### src/rtl/pulse_train_gen.sv
// Purpose: emits a train of N rectangular pulses (HI_CYC high, LO_CYC low) on a registered line.
// Latency: sig_out rises the cycle after an accepted start; done fires the cycle after the last low phase.
// Backpressure: none; start is dropped while busy or when abort is asserted, and abort cancels without done.
module pulse_train_gen #(
  parameter int HI_CYC = 4,
  parameter int LO_CYC = 4,
  parameter int CNT_W  = 8,
  parameter int NUM_W  = 4
) (
  input  logic             clk,
  input  logic             rst_n,
  input  logic             start,
  input  logic [NUM_W-1:0] num_pulses,
  input  logic             abort,
  output logic             sig_out,
  output logic             busy,
  output logic             done
);

  typedef enum logic [1:0] {
    S_IDLE = 2'd0,
    S_HIGH = 2'd1,
    S_LOW  = 2'd2
  } state_t;

  // Phase counters count down to zero, so they are loaded with length-1.
  localparam logic [CNT_W-1:0] HI_LOAD = CNT_W'(HI_CYC - 1);
  localparam logic [CNT_W-1:0] LO_LOAD = CNT_W'(LO_CYC - 1);

  state_t             state_q, state_d;
  logic [CNT_W-1:0]   phase_q, phase_d;
  logic [NUM_W-1:0]   remain_q, remain_d;
  logic               sig_out_q, sig_out_d;
  logic               busy_q, busy_d;
  logic               done_q, done_d;

  // Next-state, counter and output decode; outputs are derived from the next state so they can be registered.
  always_comb begin
    state_d  = state_q;
    phase_d  = phase_q;
    remain_d = remain_q;
    done_d   = 1'b0;

    case (state_q)
      S_IDLE: begin
        // abort takes priority over a simultaneous start
        if (start && !abort) begin
          if (num_pulses == '0) begin
            // An empty train completes immediately with no pulses.
            done_d = 1'b1;
          end else begin
            state_d  = S_HIGH;
            phase_d  = HI_LOAD;
            remain_d = num_pulses;
          end
        end
      end

      S_HIGH: begin
        if (abort) begin
          state_d  = S_IDLE;
          phase_d  = '0;
          remain_d = '0;
        end else if (phase_q == '0) begin
          state_d = S_LOW;
          phase_d = LO_LOAD;
        end else begin
          phase_d = phase_q - CNT_W'(1);
        end
      end

      S_LOW: begin
        if (abort) begin
          state_d  = S_IDLE;
          phase_d  = '0;
          remain_d = '0;
        end else if (phase_q == '0) begin
          remain_d = remain_q - NUM_W'(1);
          if (remain_q == NUM_W'(1)) begin
            state_d = S_IDLE;
            done_d  = 1'b1;
          end else begin
            state_d = S_HIGH;
            phase_d = HI_LOAD;
          end
        end else begin
          phase_d = phase_q - CNT_W'(1);
        end
      end

      default: begin
        state_d  = S_IDLE;
        phase_d  = '0;
        remain_d = '0;
      end
    endcase

    sig_out_d = (state_d == S_HIGH);
    busy_d    = (state_d != S_IDLE);
  end

  // State, counters and output flops; reset clears everything asynchronously.
  always_ff @(posedge clk or negedge rst_n) begin
    if (!rst_n) begin
      state_q   <= S_IDLE;
      phase_q   <= '0;
      remain_q  <= '0;
      sig_out_q <= 1'b0;
      busy_q    <= 1'b0;
      done_q    <= 1'b0;
    end else begin
      state_q   <= state_d;
      phase_q   <= phase_d;
      remain_q  <= remain_d;
      sig_out_q <= sig_out_d;
      busy_q    <= busy_d;
      done_q    <= done_d;
    end
  end

  assign sig_out = sig_out_q;
  assign busy    = busy_q;
  assign done    = done_q;

endmodule
### config.mk
export PLATFORM = sky130hd
export DESIGN_NAME = pulse_train_gen
export DESIGN_NICKNAME = d
export VERILOG_FILES = /design/src/rtl/pulse_train_gen.sv
export SDC_FILE = /design/constraint.sdc
export NUM_CORES = 1
export LEC_CHECK = 0
export ABC_AREA = 1
export CORE_MARGIN = 2
export CORE_UTILIZATION = 30
export CTS_BUF_LIST = sky130_fd_sc_hd__clkbuf_8
export DETAILED_ROUTE_END_ITERATION = 8
export DONT_BUFFER_PORTS = 1
export GPL_TIMING_DRIVEN = 0
export PLACE_DENSITY_LB_ADDON = 0.15
export REMOVE_ABC_BUFFERS = 1
export SLEW_MARGIN = 10
export SYNTH_ARGS = -nofsm -noshare
export SYNTH_HDL_FRONTEND = slang
export SYNTH_SLANG_ARGS = --single-unit
### constraint.sdc
create_clock -name clk -period 3.5 [get_ports clk]
set_clock_uncertainty 0.05 [all_clocks]
set_input_delay 0.35 -clock clk [delete_from_list [all_inputs] [get_ports clk]]
set_output_delay 0.35 -clock clk [all_outputs]
set_load 0.05 [all_outputs]
==> impl_metrics.yaml <==
# generated from flow reports
logic_synthesis:
  mux_share_pct: 0
  synthAoiAreaFrac_pct: 12.18
  topCombFamilyByArea: "simple AND/OR/NAND/NOR gates"
  synth_cell_types: 27
  yosysWarnings: 0
  synthesis.area_um2: 1171
  yosysCellCount: 155
  ys_sh_xor_pct: 0
  ys_sh_simple_pct: 33.01
  fa_ha_area_share_pct: 7.479
  yosys_area_um2: 1171
cells_and_area:
  final_nets: 174
  syn_to_final_growth_pct: 8.227
  n_clock_buffer: 3
  dominant_cells: "multi-input combinational cells"
  inverters: 28
  flop-count: 17
  insertedDiodeCount: 0
  final_cells: 206
  stdcell_area_um2: 1267
  clk_share_pct: 3.554
  nonClkBufAreaFrac_pct: 0.7897
  logic_area_um2: 616.8
  sh_comb_area_pct: 48.67
routing:
  viasPerCell: 4.568
  num_vias: 941
  drc: 0
  wl_per_cell_um: 11.81
  drtAntennaViolNets: 0
  wirelength_mm: 2.433
setup_path:
  crit_slowest_cell: "dfrtp_1"
  end_kind: "register"
  path_cells: "inv_1 -> ha_1 -> nand2_1 -> nor2_1 -> nand2_2 -> nand2_1 -> nand3_2 -> o21ai_1 -> o21ai_1"
  crit_fanout: 9
  path_buffers: 1
  cp.required_ns: 3.59
  cp_top_family: "simple AND/OR/NAND/NOR gates"
flow_run:
  cap_violations: 0
sta:
  finalClockPeriodUsage_pct: 52.25
  fin_ws_ns: 1.671
  final.min_clock_period_ns: 1.829
  rsz0062_at_grt: "false"
  finalSetupTns_ns: 0
  clock.fmax_mhz: 546.8
  slew_headroom_pct: 45.44
  finalMaxSlewViolations: 0
  hold_viol: 0
  worst_pin_slew_ns: 0.8156
power:
  switching_power_uw: 574.2
  swShare_pct: 50.45
  comb-power_uw: 618
  p_comb_share_pct: 54.3
  clkPwrFrac_pct: 13.2
  p_per_area_nw_per_um2: 897.9
  power.total_mw: 1.138
  intPower_uw: 563.8
  power-top-group: "combinational cells"
  p_seq_share_pct: 32.5
  power.leakage_nw: 0.6281
clock_tree:
  clock_path_buffers: 2
  holdBufCountCts: 1
  worstSkewPairLatency_ns: 0.25
  cts_resized: 0
  clockRootBuffer: "clkbuf_8"
  cts_tree: "done"
grt:
  grt_use_total_pct: 12.90
  grt-ovfl-total: 0
  antenna_found_initial: 0
  grt_pass1_wl_mm: 4.381
  grt_pass1_vias: 955
placed_design:
  hpwl_mm: 1.849
  pre_cts_ws_ns: 1.718
outcome:
  status: "completed"
floorplan:
  dieArea_um2: 4420
  std_cell_rows: 22
  nWellTaps: 48
hold_path:
  holdCritPathClass: "in -> reg"
-- routing by layer --
metal / wire length, µm / vias to the layer above / GRT usage [%]
met5: 0 / - / 0
met4: 23 / 0 / 5.102
met3: 86 / 2 / 2.534
met2: 1046 / 14 / 19.50
met1: 1276 / 427 / 17.97
li1: - / 498 / -
-- worst register-to-register path, delay by kind of cell (launching register included) --
kind,cells,cell delay (ns)
AOI/OAI and AO/OA,2,0.23
adders and majority gates,1,0.31
buffers and inverters,1,0.09
DFF,1,0.38
and+or+nand+nor,5,0.64
-- path summary, 6_finish.rpt --
path,start,end,slack (ns),cells after the start
worst max-delay path,phase_q[0],remain_q[2],1.67,9
worst min-delay path,abort,done,0.22,3
worst max register to register,phase_q[0],remain_q[2],1.67,9
worst min register to register,remain_q[0],remain_q[0],0.48,2
max in group asynchronous,rst_n,sig_out,2.31,1
min in group asynchronous,rst_n,phase_q[7],0.58,1
-- cell usage in the layout, fill, tap and decap left out, types with 3 or more instances in the layout --
master    instances
nor3_1            3
nand3_2           3
nor2_1           19
inv_1            26
ha_1              7
clkbuf_8          3
a21oi_1           4
dfrtp_1          17
nand3_1           5
nand2_1          38
o21ai_0          10
-- state kept, by name (all words and copies together), names as in the netlist --
signal	flops
sig_out	1
done	1
remain_q	4
busy	1
state_q	2
phase_q	8
-- synth_stat cells (all sizes together) --
cell	instances	area, µm²
dfrtp	17	425.4
nor3	3	15.01
nand2	41	180.2
nor2	23	106.4
o22ai	2	12.51
nand3	9	72.57
a22oi	1	7.510
inv	28	110.1
a21oi	4	20.02
ha	7	87.58
nand4	2	12.51
a32oi	2	17.52
buf	2	18.77
o21ai	13	76.33
o2111ai	1	8.760
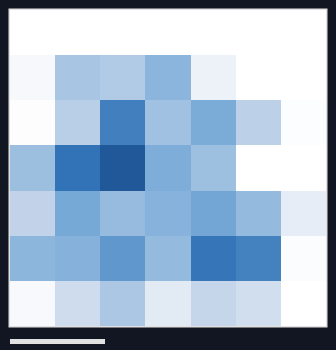
(cell area per tile)
The bar under the picture is 20 µm long. The die is cut into 7 by 7 equal tiles; white is low, dark blue is high, 0 to 100% covered.
emptiest ninth of the die: north-east
nearly empty tiles: 31%
fullest tile: 84%
Layout Utilization: 34.11%
fp_density: 31.52%
Core ar.: 3716 µm²

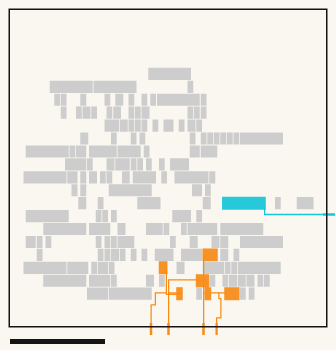
(nets reached from selected ports)
The bar under the picture is 20 µm long.
legend:
  orange:
    port: num_pulses
    bits: 4
    direction: input
    edge: south
    end_cells: 6
    wire: 64.7 µm
  cyan:
    port: done
    bits: 1
    direction: output
    edge: east
    end_cells: 1
    wire: 13.7 µm
IO Port Bufs: 0
IO Pins: 11

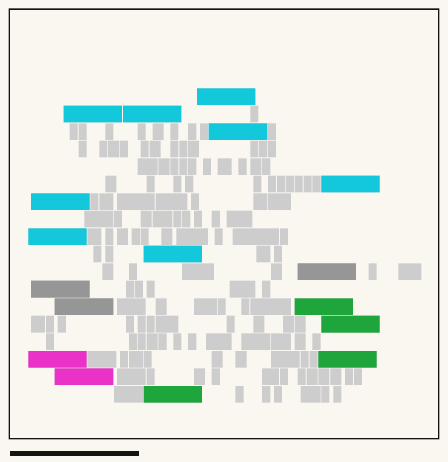
(register map, names as in the netlist)
The bar under the picture is 20 µm long. Other sequential cells in the stronger gray, the rest of the logic in the fainter gray.
legend:
  green:
    netlist_name: remain_q
    placed_flops: 4
    where: south-east
  cyan:
    netlist_name: phase_q
    placed_flops: 8
  magenta:
    netlist_name: state_q
    placed_flops: 2
not colored: 3
register area: 425.4 µm²
Seq group: 370 µW
flop share of the area: 33.56%

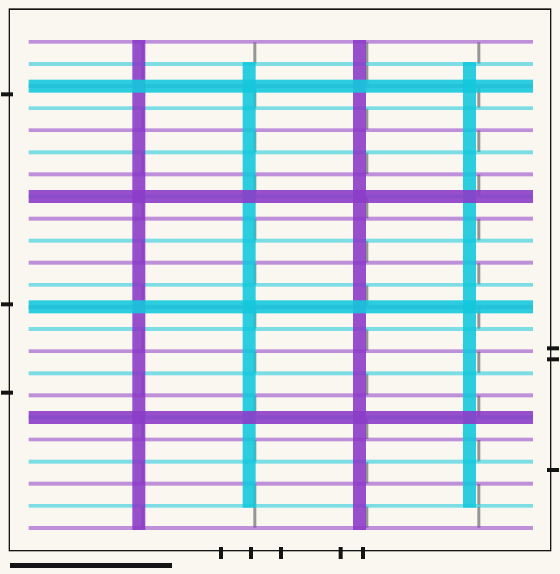
(floorplan with the power grid)
The bar under the picture is 20 µm long. Pins as bars on the die edge. Tap cells in gray.
legend:
  purple:
    net: VSS
  cyan:
    net: VDD
rows: 22
met5 straps: 4
signal pins: 11
Die Ht: 66.48 µm
Worst VDD drop: 0.0004447 V

Power and IR drop assume default switching activity.
